==> config.mk <==
export PLATFORM = sky130hd
export DESIGN_NAME = uart_transmitter
export DESIGN_NICKNAME = d
export VERILOG_FILES = /design/src/rtl/uart_pkg.sv /design/src/rtl/uart_bit_timer.sv /design/src/rtl/uart_transmitter.sv
export SDC_FILE = /design/constraint.sdc
export NUM_CORES = 1
export LEC_CHECK = 0
export ABC_AREA = 0
export CORE_MARGIN = 4
export CORE_UTILIZATION = 53
export DETAILED_ROUTE_END_ITERATION = 8
export PLACE_DENSITY = 0.85
export SYNTH_ARGS = -nofsm -noshare
export SYNTH_HDL_FRONTEND = slang
export SYNTH_SLANG_ARGS = --single-unit
==> constraint.sdc <==
create_clock -name clk -period 2 [get_ports clk]
set_input_delay 0.5 -clock clk [delete_from_list [all_inputs] [get_ports clk]]
set_output_delay 0.5 -clock clk [all_outputs]
set_load 0.05 [all_outputs]
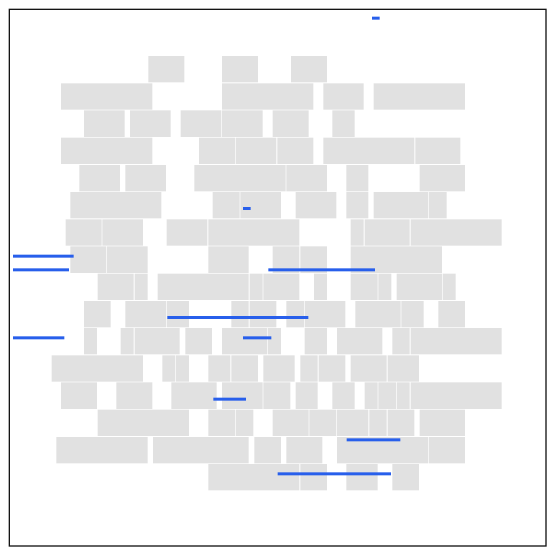
(run_1/layer_met3.png)
Drawn at 10 px/um.
The wires run mostly horizontal. The longest straight run is 13.8 um. The layer carries 62.1 um of wire.
met3 GRT Util: 2.54%
vias: 795
final WL: 2050 um

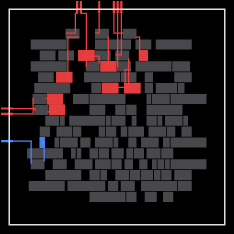
(run_1/io_fan.png)
Drawn at 4 px/um.
clr: marked blue, direction input, end cells 1, wire 15.8 um. XMIT_DATA: marked red, direction input, end cells 8, wire 133 um.
IO buf count: 13
I/O pins: 14

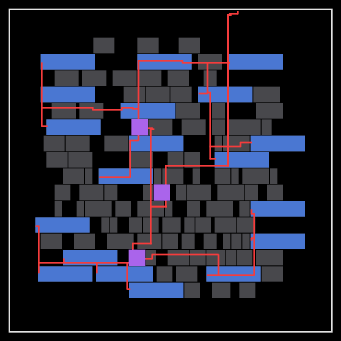
(run_1/clk_routes.png)
Drawn at 6 px/um.
clock wires: marked red, length 240 um. clock drivers: marked purple, count 3. flip-flops: marked blue, count 19.
There are 4 routed clock nets. Position of the flops: widely spread.
clk pwr: 194 uW
Setup Skew: 5.98 ps
Latency at later pin: 300 ps
Clock power frac: 31.7%

==> flow_summary.yaml, run 1 <==
# physical design summary
floorplanning:
  rows: 16
layout:
  drive_above_1_share_pct: 26.1
  diodes: 0
  final_cell_mix: "dfrtp_1 (18), buf_4 (12), clkdlybuf4s50_1 (10)"
  largest_reg_flops: 8
  fin_area_sq_um: 1320
  mostFrequentLayoutCell: "dfrtp_1"
logic_synthesis:
  synth_chip_area_sq_um: 1100
  synth_area_sq_um: 1100
  top_cell_area_share_pct: 41.0
  synthCells: 94
  syn-num-nets: 114
  syn_avg_cell_area_sq_um: 11.7
placement:
  dpl_worst_slack_ps: -11.6
  hpwl_um: 1590
  routabilityCongestion: 0.833
clock_tree:
  cts_tree: "done"
  hold_buffers: 0
  cts_setup_buffers: 0
  numCtsBuffers: 3
  cts_buffer_depth: 2
  root_buffer: "clkbuf_4"
  clkTransAtPathRegs_ps: 110
route:
  drc: 0
  dr.pass1.iters: 6
global_routing:
  grt_pass1_vias: 844
  grt_overflow: 0
  grt_max_degree: 20
final_timing:
  finalClockPeriodUsage_pct: 93.7
  relSlewSlack_pct: 77.1
  final_max_slew_viol_count: 0
hold_path:
  hold_class: "reg -> reg"
power:
  power_density_nw_per_um2: 464
status:
  status: "finished clean"
flow_run:
  warning_count: 30
worst_setup_path:
  cp.arrival_ps: 2060
==> run 1: critical path, delay by kind of cell (launching register included) <==
kind                       cells  cell delay [ps]
AOI/OAI and AO/OA              1              340
adders and majority gates      1              200
buffers and inverters          1               90
DFF                            1              470
muxes                          1              310
and+or+nand+nor                1              360
==> run 1: kinds of logic (layout without fill, tap and decap cells) <==
family	Yosys count	in the layout	synth area share, %
buffers and inverters	11	32	4.67
AND-OR/OR-AND	17	17	12.6
multiplexers	20	20	20.6
AND/OR/NAND/NOR	18	18	8.43
adder cells (fa/ha/maj)	9	9	10.3
flip-flops	19	19	43.4
==> run 1: synth_stat cells <==
library cell	n
nand2_1	5
buf_6	1
o21ba_2	1
ha_1	9
o311a_1	1
a21boi_0	1
a2bb2oi_1	1
or3_1	1
dfrtp_1	18
o41ai_1	1
and2_1	2
buf_2	2
inv_1	6
o21bai_1	1
mux2_4	1
o32a_1	1
a221o_1	1
nor2b_1	4
o221a_2	1
nor2_1	2
a21oi_1	4
nand2b_1	2
o22ai_2	1
o32ai_1	1
mux2_2	9
mux2i_1	2
dfstp_2	1
o221ai_1	1
clkbuf_1	2
mux2_1	8
o21ai_0	1
nor3_1	2
==> run 1: metal layers <==
metal / part of all wire (%) / wire length (um) / vias to the layer above / global-route usage (%)
met5: 0 / 0 / - / 0
met4: 2.1 / 44 / 0 / 7.66
met3: 3.0 / 62 / 5 / 2.54
met2: 53 / 1090 / 14 / 30.2
met1: 42 / 860 / 396 / 20.9
li1: - / - / 380 / -
==> run 1: area by class of cell <==
class / instances / area, sq um
Fill cell: 173 / 641
Multi-Input combinational cell: 64 / 571
Sequential cell: 19 / 477
Timing Repair Buffer: 22 / 190
Tap cell: 27 / 33.8
Clock buffer: 3 / 22.5
Inverter: 6 / 22.5
Clock inverter: 1 / 5.00
==> run 1: power by group through the flow <==
stage | clock, mW | combinational (mW) | sequential, mW
3_5_place_dp | 0 | 0.0355 | 0.391
2_1_floorplan | 0 | 0.00847 | 0.391
4_1_cts | 0.202 | 0.0356 | 0.384
5_1_grt | 0.219 | 0.0378 | 0.384
3_3_place_gp | 0 | 0.0347 | 0.391
6_report | 0.194 | 0.0350 | 0.384
==> run 1: metrics by stage <==
step / util, % / hold slack (ps) / cells / setup TNS, ps / total power [mW]
5_1_grt: 67.3 / 462 / 142 / 0 / 0.641
3_3_place_gp: 65.9 / 425 / 138 / 0 / 0.426
2_1_floorplan: - / 408 / 94 / 0 / 0.400
3_5_place_dp: 65.9 / 434 / 138 / -41.8 / 0.427
4_1_cts: 67.3 / 452 / 142 / 0 / 0.621
6_report: 67.3 / 445 / 142 / 0 / 0.613
==> run 2: changes to the inputs <==
--- a/config.mk
+++ b/config.mk
@@ -7,9 +7,10 @@
 export LEC_CHECK = 0
 export ABC_AREA = 0
 export CORE_MARGIN = 4
-export CORE_UTILIZATION = 53
+export CORE_UTILIZATION = 57
 export DETAILED_ROUTE_END_ITERATION = 8
-export PLACE_DENSITY = 0.85
+export MAX_ROUTING_LAYER = met4
+export PLACE_DENSITY = 0.9
 export SYNTH_ARGS = -nofsm -noshare
 export SYNTH_HDL_FRONTEND = slang
 export SYNTH_SLANG_ARGS = --single-unit
==> constraint.sdc (replaced) <==
create_clock -name clk -period 2.3 [get_ports clk]
set_input_delay 0.575 -clock clk [delete_from_list [all_inputs] [get_ports clk]]
set_output_delay 0.575 -clock clk [all_outputs]
set_load 0.05 [all_outputs]
==> flow_summary.yaml, run 2 <==
# physical design summary
logic_synthesis:
  synth_area_sq_um: 1100
  syn_avg_cell_area_sq_um: 11.7
  syn-num-nets: 114
  ff_type: "dfrtp_1"
  edf_count: 0
  yosysMostFrequentCell: "dfrtp_1"
  synthCells: 94
  top_cell_area_share_pct: 41.0
  synth.cells.most_frequent: "dfrtp_1 (18), ha_1 (9), mux2_2 (9)"
  async_flop_share_pct: 100
status:
  status: "finished clean"
layout:
  comb_area_sq_um: 571
  largest_reg_flops: 8
  diodes: 0
  final_cell_mix: "dfrtp_1 (18), clkdlybuf4s50_1 (13), mux2_2 (9), ha_1 (9), mux2_1 (8)"
  drive_above_1_share_pct: 17.0
  post-route-util_pct: 70.6
final_timing:
  finalClockPeriodUsage_pct: 95.9
  whs_ps: 441
  fin_setup_tns_ps: 0
  relSlewSlack_pct: 54.4
  final_max_slew_viol_count: 0
clock_tree:
  root_buffer: "clkbuf_4"
  clkTransAtPathRegs_ps: 100
  numCtsBuffers: 3
power:
  power_density_nw_per_um2: 415
placement:
  dpl_worst_slack_ps: 126
  routabilityCongestion: 0.854
worst_setup_path:
  cp_num_cells: 1
route:
  drc: 0
global_routing:
  grt_pass1_vias: 722
## run 2: power breakdown
| part | leakage, nW | internal [mW] | switching, mW |
|---|---|---|---|
| combinational | 0.351 | 0.0159 | 0.0108 |
| clock | 0.0177 | 0.0648 | 0.0966 |
| sequential | 0.237 | 0.334 | 0 |
| total | 0.606 | 0.415 | 0.107 |
## run 2: layout make-up
| class | instances | share of cell area [%] |
|---|---|---|
| Clock buffer | 3 | 1.79 |
| Multi-Input combinational cell | 64 | 45.3 |
| Tap cell | 25 | 2.49 |
| Sequential cell | 19 | 37.9 |
| Inverter | 6 | 1.79 |
| Timing Repair Buffer | 13 | 10.3 |
| Clock inverter | 1 | 0.398 |
## run 2: through the flow
| step | std cells | area, sq um |
|---|---|---|
| floorplan | 94 | 1100 |
| global placement | 127 | 1230 |
| detailed placement | 127 | 1230 |
| CTS | 131 | 1260 |
| global route | 131 | 1260 |
| finish | 131 | 1260 |
## run 2: cell families (layout without fill, tap and decap cells)
group,after synthesis,count (layout),synth area share (%)
adders and majority gates,9,9,10.3
DFF,19,19,43.4
buffers and inverters,11,23,4.67
and+or+nand+nor,18,18,8.43
muxes,20,20,20.6
AOI/OAI and AO/OA,17,17,12.6
## run 2: per-layer routing
| layer | GRT usage, % | part of all wire, % | vias up |
|---|---|---|---|
| li1 | - | - | 359 |
| met1 | 21.2 | 44 | 356 |
| met2 | 27.2 | 50 | 19 |
| met3 | 1.72 | 3.3 | 5 |
| met4 | 7.86 | 2.1 | 0 |
| met5 | - | 0 | - |
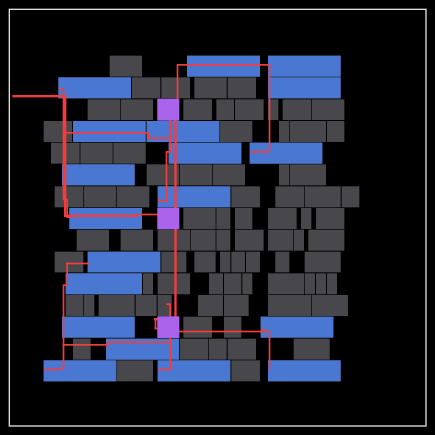
(run_2/clk_routes.png)
Drawn at 8 px/um.
Setup Skew: 1.42 ps
Latency at later pin: 290 ps
Clock power frac: 30.9%
clk pwr: 161 uW

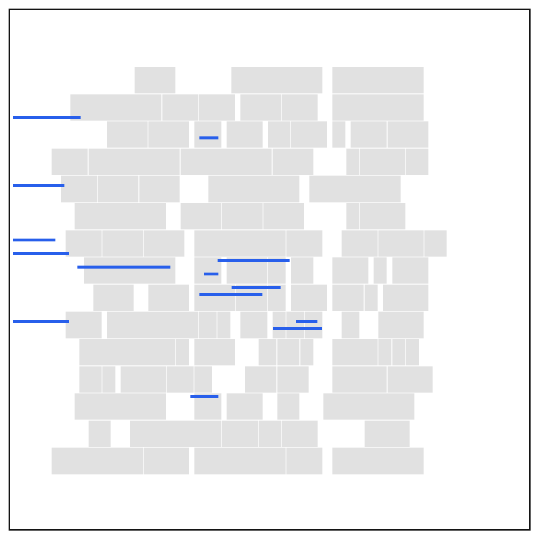
(run_2/layer_met3.png)
Drawn at 10 px/um.
The wires run mostly horizontal. The layer carries 63.9 um of wire. The layer holds 3.4% of the routed length. 11 nets have wire on it. The longest straight run is 9.00 um.
final WL: 1880 um
met3 GRT Util: 1.72%
vias: 739

Power is estimated from default activity; no workload was simulated.
